[src/rtl/bridge_rx_fc.sv]
// Receive-side flow-control manager: sweeps the core's fc_sel port, latches Rx credits,
// drives np_ok with hysteresis and Posted_Hold. Optional Tx sampling: BRIDGE_RXFC_TXSAMPLE_EN.
module bridge_rx_fc #(
  parameter int FC_LATENCY = 2,
  parameter int REFRESH    = 16,
  parameter int NPH_LOW    = 2,
  parameter int NPH_HIGH   = 4,
  parameter int NPD_LOW    = 8,
  parameter int NPD_HIGH   = 16
) (
  input  logic        Rxfc_CLK,
  input  logic        Rxfc_RST,
  input  logic        Rxfc_Link_Up,
  input  logic [7:0]  Rxfc_fc_ph,
  input  logic [7:0]  Rxfc_fc_nph,
  input  logic [7:0]  Rxfc_fc_cplh,
  input  logic [11:0] Rxfc_fc_pd,
  input  logic [11:0] Rxfc_fc_npd,
  input  logic [11:0] Rxfc_fc_cpld,
  output logic [2:0]  Rxfc_fc_sel,
  output logic        Rxfc_np_ok,
  output logic        Rxfc_Posted_Hold,
  output logic        Rxfc_Snap_Valid,
  output logic [5:0]  Rxfc_Tx_FC
);

  localparam int CNT_MAX = (FC_LATENCY > REFRESH) ? FC_LATENCY : REFRESH;
  localparam int CW      = $clog2(CNT_MAX + 1);

  localparam logic [CW-1:0] LAT_LOAD = CW'(FC_LATENCY - 1);
  localparam logic [CW-1:0] GAP_LOAD = CW'(REFRESH - 1);

  localparam logic [7:0]  NPH_LO = 8'(NPH_LOW);
  localparam logic [7:0]  NPH_HI = 8'(NPH_HIGH);
  localparam logic [11:0] NPD_LO = 12'(NPD_LOW);
  localparam logic [11:0] NPD_HI = 12'(NPD_HIGH);

  localparam logic [2:0] SEL_RX_VIEW = 3'b000;

  typedef enum logic [2:0] {
    IDLE   = 3'd0,
    SEL_RX = 3'd1,
    CAP_RX = 3'd2,
`ifdef BRIDGE_RXFC_TXSAMPLE_EN
    SEL_TX = 3'd3,
    CAP_TX = 3'd4,
`endif
    GAP    = 3'd5
  } state_t;

  state_t         state;
  logic [CW-1:0]  cnt;
  logic           np_ok_q;
  logic           posted_hold_q;
  logic           snap_q;

  // Completion credits only feed the Tx flags; their low bits are never looked at.
  logic unused_counts;
  assign unused_counts = ^{Rxfc_fc_cplh, Rxfc_fc_cpld};

`ifdef BRIDGE_RXFC_TXSAMPLE_EN
  localparam logic [2:0] SEL_TX_VIEW = 3'b100;
  logic [2:0] sel_q;
  logic [5:0] tx_fc_q;

  always_ff @(posedge Rxfc_CLK or negedge Rxfc_RST) begin
    if (!Rxfc_RST) begin
      sel_q   <= SEL_RX_VIEW;
      tx_fc_q <= 6'b000000;
    end else if (!Rxfc_Link_Up) begin
      sel_q   <= SEL_RX_VIEW;
      tx_fc_q <= 6'b000000;
    end else begin
      case (state)
        CAP_RX: sel_q <= SEL_TX_VIEW;
        CAP_TX: begin
          sel_q   <= SEL_RX_VIEW;
          tx_fc_q <= {|Rxfc_fc_cpld[11:10], |Rxfc_fc_cplh[7:5],
                      |Rxfc_fc_npd[11:10],  |Rxfc_fc_nph[7:5],
                      |Rxfc_fc_pd[11:10],   |Rxfc_fc_ph[7:5]};
        end
        default: sel_q <= sel_q;
      endcase
    end
  end

  assign Rxfc_fc_sel = sel_q;
  assign Rxfc_Tx_FC  = tx_fc_q;
`else
  // Without Tx sampling the port never leaves the Rx view and Tx throttling is the core's job.
  assign Rxfc_fc_sel = SEL_RX_VIEW;
  assign Rxfc_Tx_FC  = 6'b111111;
`endif

  always_ff @(posedge Rxfc_CLK or negedge Rxfc_RST) begin
    if (!Rxfc_RST) begin
      state         <= IDLE;
      cnt           <= '0;
      np_ok_q       <= 1'b0;
      posted_hold_q <= 1'b1;
      snap_q        <= 1'b0;
    end else if (!Rxfc_Link_Up) begin
      state         <= IDLE;
      cnt           <= '0;
      np_ok_q       <= 1'b0;
      posted_hold_q <= 1'b1;
      snap_q        <= 1'b0;
    end else begin
      snap_q <= 1'b0;
      case (state)
        IDLE: begin
          state <= SEL_RX;
          cnt   <= LAT_LOAD;
        end
        SEL_RX: begin
          if (cnt == '0) state <= CAP_RX;
          else           cnt   <= cnt - 1'b1;
        end
        CAP_RX: begin
          snap_q        <= 1'b1;
          posted_hold_q <= (Rxfc_fc_ph == 8'd0) || (Rxfc_fc_pd == 12'd0);
          // Drop wins over restore; between the thresholds np_ok keeps its last value.
          if ((Rxfc_fc_nph < NPH_LO) || (Rxfc_fc_npd < NPD_LO))
            np_ok_q <= 1'b0;
          else if ((Rxfc_fc_nph >= NPH_HI) && (Rxfc_fc_npd >= NPD_HI))
            np_ok_q <= 1'b1;
`ifdef BRIDGE_RXFC_TXSAMPLE_EN
          state <= SEL_TX;
          cnt   <= LAT_LOAD;
`else
          state <= GAP;
          cnt   <= GAP_LOAD;
`endif
        end
`ifdef BRIDGE_RXFC_TXSAMPLE_EN
        SEL_TX: begin
          if (cnt == '0) state <= CAP_TX;
          else           cnt   <= cnt - 1'b1;
        end
        CAP_TX: begin
          state <= GAP;
          cnt   <= GAP_LOAD;
        end
`endif
        GAP: begin
          if (cnt == '0) begin
            state <= SEL_RX;
            cnt   <= LAT_LOAD;
          end else begin
            cnt <= cnt - 1'b1;
          end
        end
        default: begin
          state <= IDLE;
          cnt   <= '0;
        end
      endcase
    end
  end

  assign Rxfc_np_ok       = np_ok_q;
  assign Rxfc_Posted_Hold = posted_hold_q;
  assign Rxfc_Snap_Valid  = snap_q;

endmodule

[config.mk]
export PLATFORM = sky130hd
export DESIGN_NAME = bridge_rx_fc
export DESIGN_NICKNAME = d
export VERILOG_FILES = /design/src/rtl/bridge_rx_fc.sv
export SDC_FILE = /design/constraint.sdc
export NUM_CORES = 1
export LEC_CHECK = 0
export ABC_AREA = 1
export CORE_MARGIN = 8
export CORE_UTILIZATION = 30
export CTS_CLUSTER_DIAMETER = 120
export DETAILED_ROUTE_END_ITERATION = 8
export GPL_TIMING_DRIVEN = 0
export PLACE_DENSITY = 0.79
export SLEW_MARGIN = 20
export SYNTH_ARGS = -nofsm -noshare
export SYNTH_HDL_FRONTEND = slang
export SYNTH_SLANG_ARGS = --single-unit
[constraint.sdc]
create_clock -name Rxfc_CLK -period 1.55 [get_ports Rxfc_CLK]
set_input_delay 0.31 -clock Rxfc_CLK [delete_from_list [all_inputs] [get_ports Rxfc_CLK]]
set_output_delay 0.31 -clock Rxfc_CLK [all_outputs]
set_load 0.01 [all_outputs]
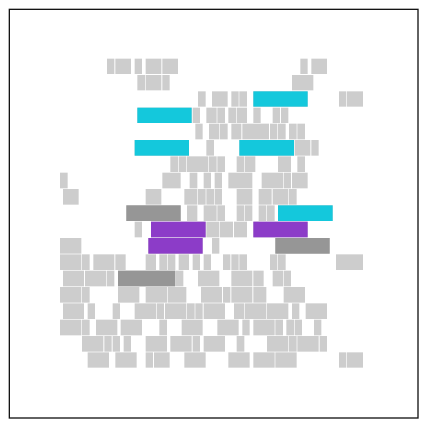
Fig. 1. Sequential cells coloured by netlist name.
Drawn at 6 px/um.
Purple is state, placed flops 3. Cyan is cnt, placed flops 5.
Another 3 sequential cells are not coloured.
seq pwr: 0.443 mW
area taken by flip-flops and latches: 277 um2

==> results.py <==
# Metrics from the implementation run
metrics = {
    "synthesis": {
        "async_flop_share_pct": 100,
        "ys_area_um2": 807,
        "mux_area_share_pct": 0,
        "largest_area_cell": "dfrtp_1",
        "yosys-top-cells-area": "dfrtp_1, nor2_1, nand2_1",
        "syn_avg_cell_area_um2": 6.61,
        "yosysUniqueCellTypes": 25,
        "flop_cell": "dfrtp_1",
        "edf_count": 0,
        "syn_area_um2": 807,
        "postSynthCellCount": 122,
        "aoi_share_pct": 6.82,
        "fa_ha_area_share_pct": 1.55,
        "synth_xor_xnor_area_share_pct": 0,
        "top_area_share_pct": 31.0,
        "yosys-top-cells-count": "nor2_1, nand2_1, inv_1",
        "yosysCellCount": 122,
        "synth_flops": 11,
        "simple_gate_share_pct": 42.0,
    },
    "final_layout": {
        "bufAreaShareNonClock_pct": 36.6,
        "combGateArea_um2": 440,
        "drive_above_1_share_pct": 13.8,
        "num-multi-input-gates": 96,
        "diodes": 0,
        "area_delta_synth_final_pct": 62.3,
        "fin_area_um2": 1310,
        "comb_share_pct": 33.6,
        "fill_cells": 259,
        "buffers": 50,
        "dominant_cells": "non-clock buffers",
        "num-nets-final": 239,
        "seq_cells": 11,
        "clkCellAreaFrac_pct": 2.01,
    },
    "cts": {
        "clockBufferDepth": 2,
        "ctsRootBufferMaster": "clkbuf_4",
        "hold_buffers": 0,
        "cts-htree-levels": 1,
        "clock_sinks": 11,
    },
    "floorplan": {
        "rows": 19,
        "taps": 31,
        "die_width_um": 67.9,
        "ios": 75,
        "dieArea_um2": 4610,
    },
    "timing": {
        "min_period_ns": 1.47,
        "clock.fmax_mhz": 679,
        "hold_viol_final": 0,
        "drv_slew": 0,
        "finalClockPeriodUsage_pct": 95.1,
        "fin_setup_tns_ns": 0,
        "setup_viol": 0,
        "clock_skew_ns": 0.00363,
    },
    "run": {
        "maxCapViolCount": 0,
    },
    "pwr": {
        "switching_share_pct": 41.7,
        "seqPwrFrac_pct": 32.0,
        "intPower_mw": 0.806,
        "powerDensity_nw_per_um2": 1060,
        "finalPower_mw": 1.38,
        "netSwitchingPower_mw": 0.578,
        "p_leak_nw": 0.638,
        "p_comb_share_pct": 53.7,
        "ir_drop_mv": 0.644,
        "pg_comb_mw": 0.743,
    },
    "setup_path": {
        "crit_buf_inv": 1,
        "worstSetupPathType": "register to output pin",
        "critPathLaunchType": "register",
        "slowest_delay_ns": 0.55,
        "cpMaxStageDelayCell": "clkdlybuf4s50_1",
        "crit_family": "buffers and inverters",
        "path_max_fanout": 1,
        "endpoint_kind": "output pin",
        "critical_path_arrival_ns": 1.16,
        "required_ns": 1.24,
    },
    "drt": {
        "ant_nets": 0,
        "num_vias": 819,
        "wire_per_inst_um": 9.56,
        "viasPerCell": 4.00,
        "drtIter0Drc": 22,
        "drc": 0,
    },
    "grt": {
        "antenna_found_initial": 0,
        "grt_pass1_wl_um": 3190,
        "grt_use_total_pct": 8.94,
        "grt_pass1_vias": 780,
    },
    "hold_path": {
        "hp-class": "primary input to async pin",
    },
    "placed_design": {
        "gp_congestion": 0.835,
        "placement.io_buffers": 41,
        "placed_cell_area_um2": 1280,
    },
    "run_status": {
        "status": "completed",
    },
}
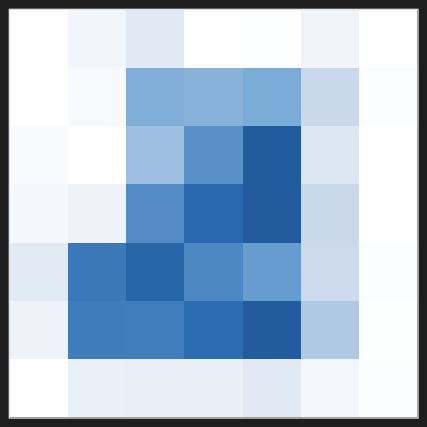
Fig. 2. Cell area per tile.
Drawn at 6 px/um. The die is cut into 7 by 7 equal tiles; white is low, dark blue is high, 0 to 100% covered.
22% of the tiles are nearly empty. The mean over all tiles is 28%. The emptiest ninth of the die: north-west.
Core Box Area: 2660 um2
Final Core Density: 49.2%
Initial Util: 30.3%

## per-stage QoR
| stage | worst slack, ns | cells |
|---|---|---|
| 2_1_floorplan | 0.365 | 129 |
| 3_3_place_gp | 0.0909 | 201 |
| 3_5_place_dp | 0.0689 | 201 |
| 4_1_cts | 0.0104 | 205 |
| 5_1_grt | 0.0388 | 205 |
| 6_report | 0.0765 | 205 |
## sequential cells by signal, summed over array words and instances (netlist names)
register / count
Rxfc_Posted_Hold: 1
Rxfc_Snap_Valid: 1
Rxfc_np_ok: 1
cnt: 5
state: 3
## per-layer routing
layer | global-route usage [%] | vias up | wire (um)
li1 | - | 465 | -
met1 | 9.34 | 335 | 737
met2 | 16.8 | 17 | 1120
met3 | 2.95 | 2 | 93
met4 | 2.30 | 0 | 11
met5 | 0 | - | 0
## path summary, 6_finish.rpt
check                           startpoint                to  slack [ns]  depth (start not counted)
min                               Rxfc_RST            cnt[2]        0.36                          1
max in group asynchronous         Rxfc_RST  Rxfc_Posted_Hold        0.83                          1
max                        Rxfc_Snap_Valid   Rxfc_Snap_Valid        0.08                          1
min in group Rxfc_CLK               cnt[0]            cnt[0]        0.51                          2
max reg2reg                         cnt[0]            cnt[0]        0.23                          7
min reg2reg                         cnt[0]            cnt[0]        0.51                          2
## what timing repair did
action | in CTS | in global routing
endpoints found under the hold margin | 0 | 0
endpoints found under the setup margin | 1 | 1
gates resized | 1 | 1
setup buffers | 0 | 0
## cells in the final DEF (no fill, tap or decap), types with 3 or more instances in the layout
master,n
nand2_2,3
dfrtp_1,10
a21oi_1,3
inv_1,11
clkbuf_4,3
nand3_1,6
nor2_1,31
clkdlybuf4s50_1,39
buf_4,9
nand2_1,28
conb_1,9
Power is estimated from default activity; no workload was simulated.
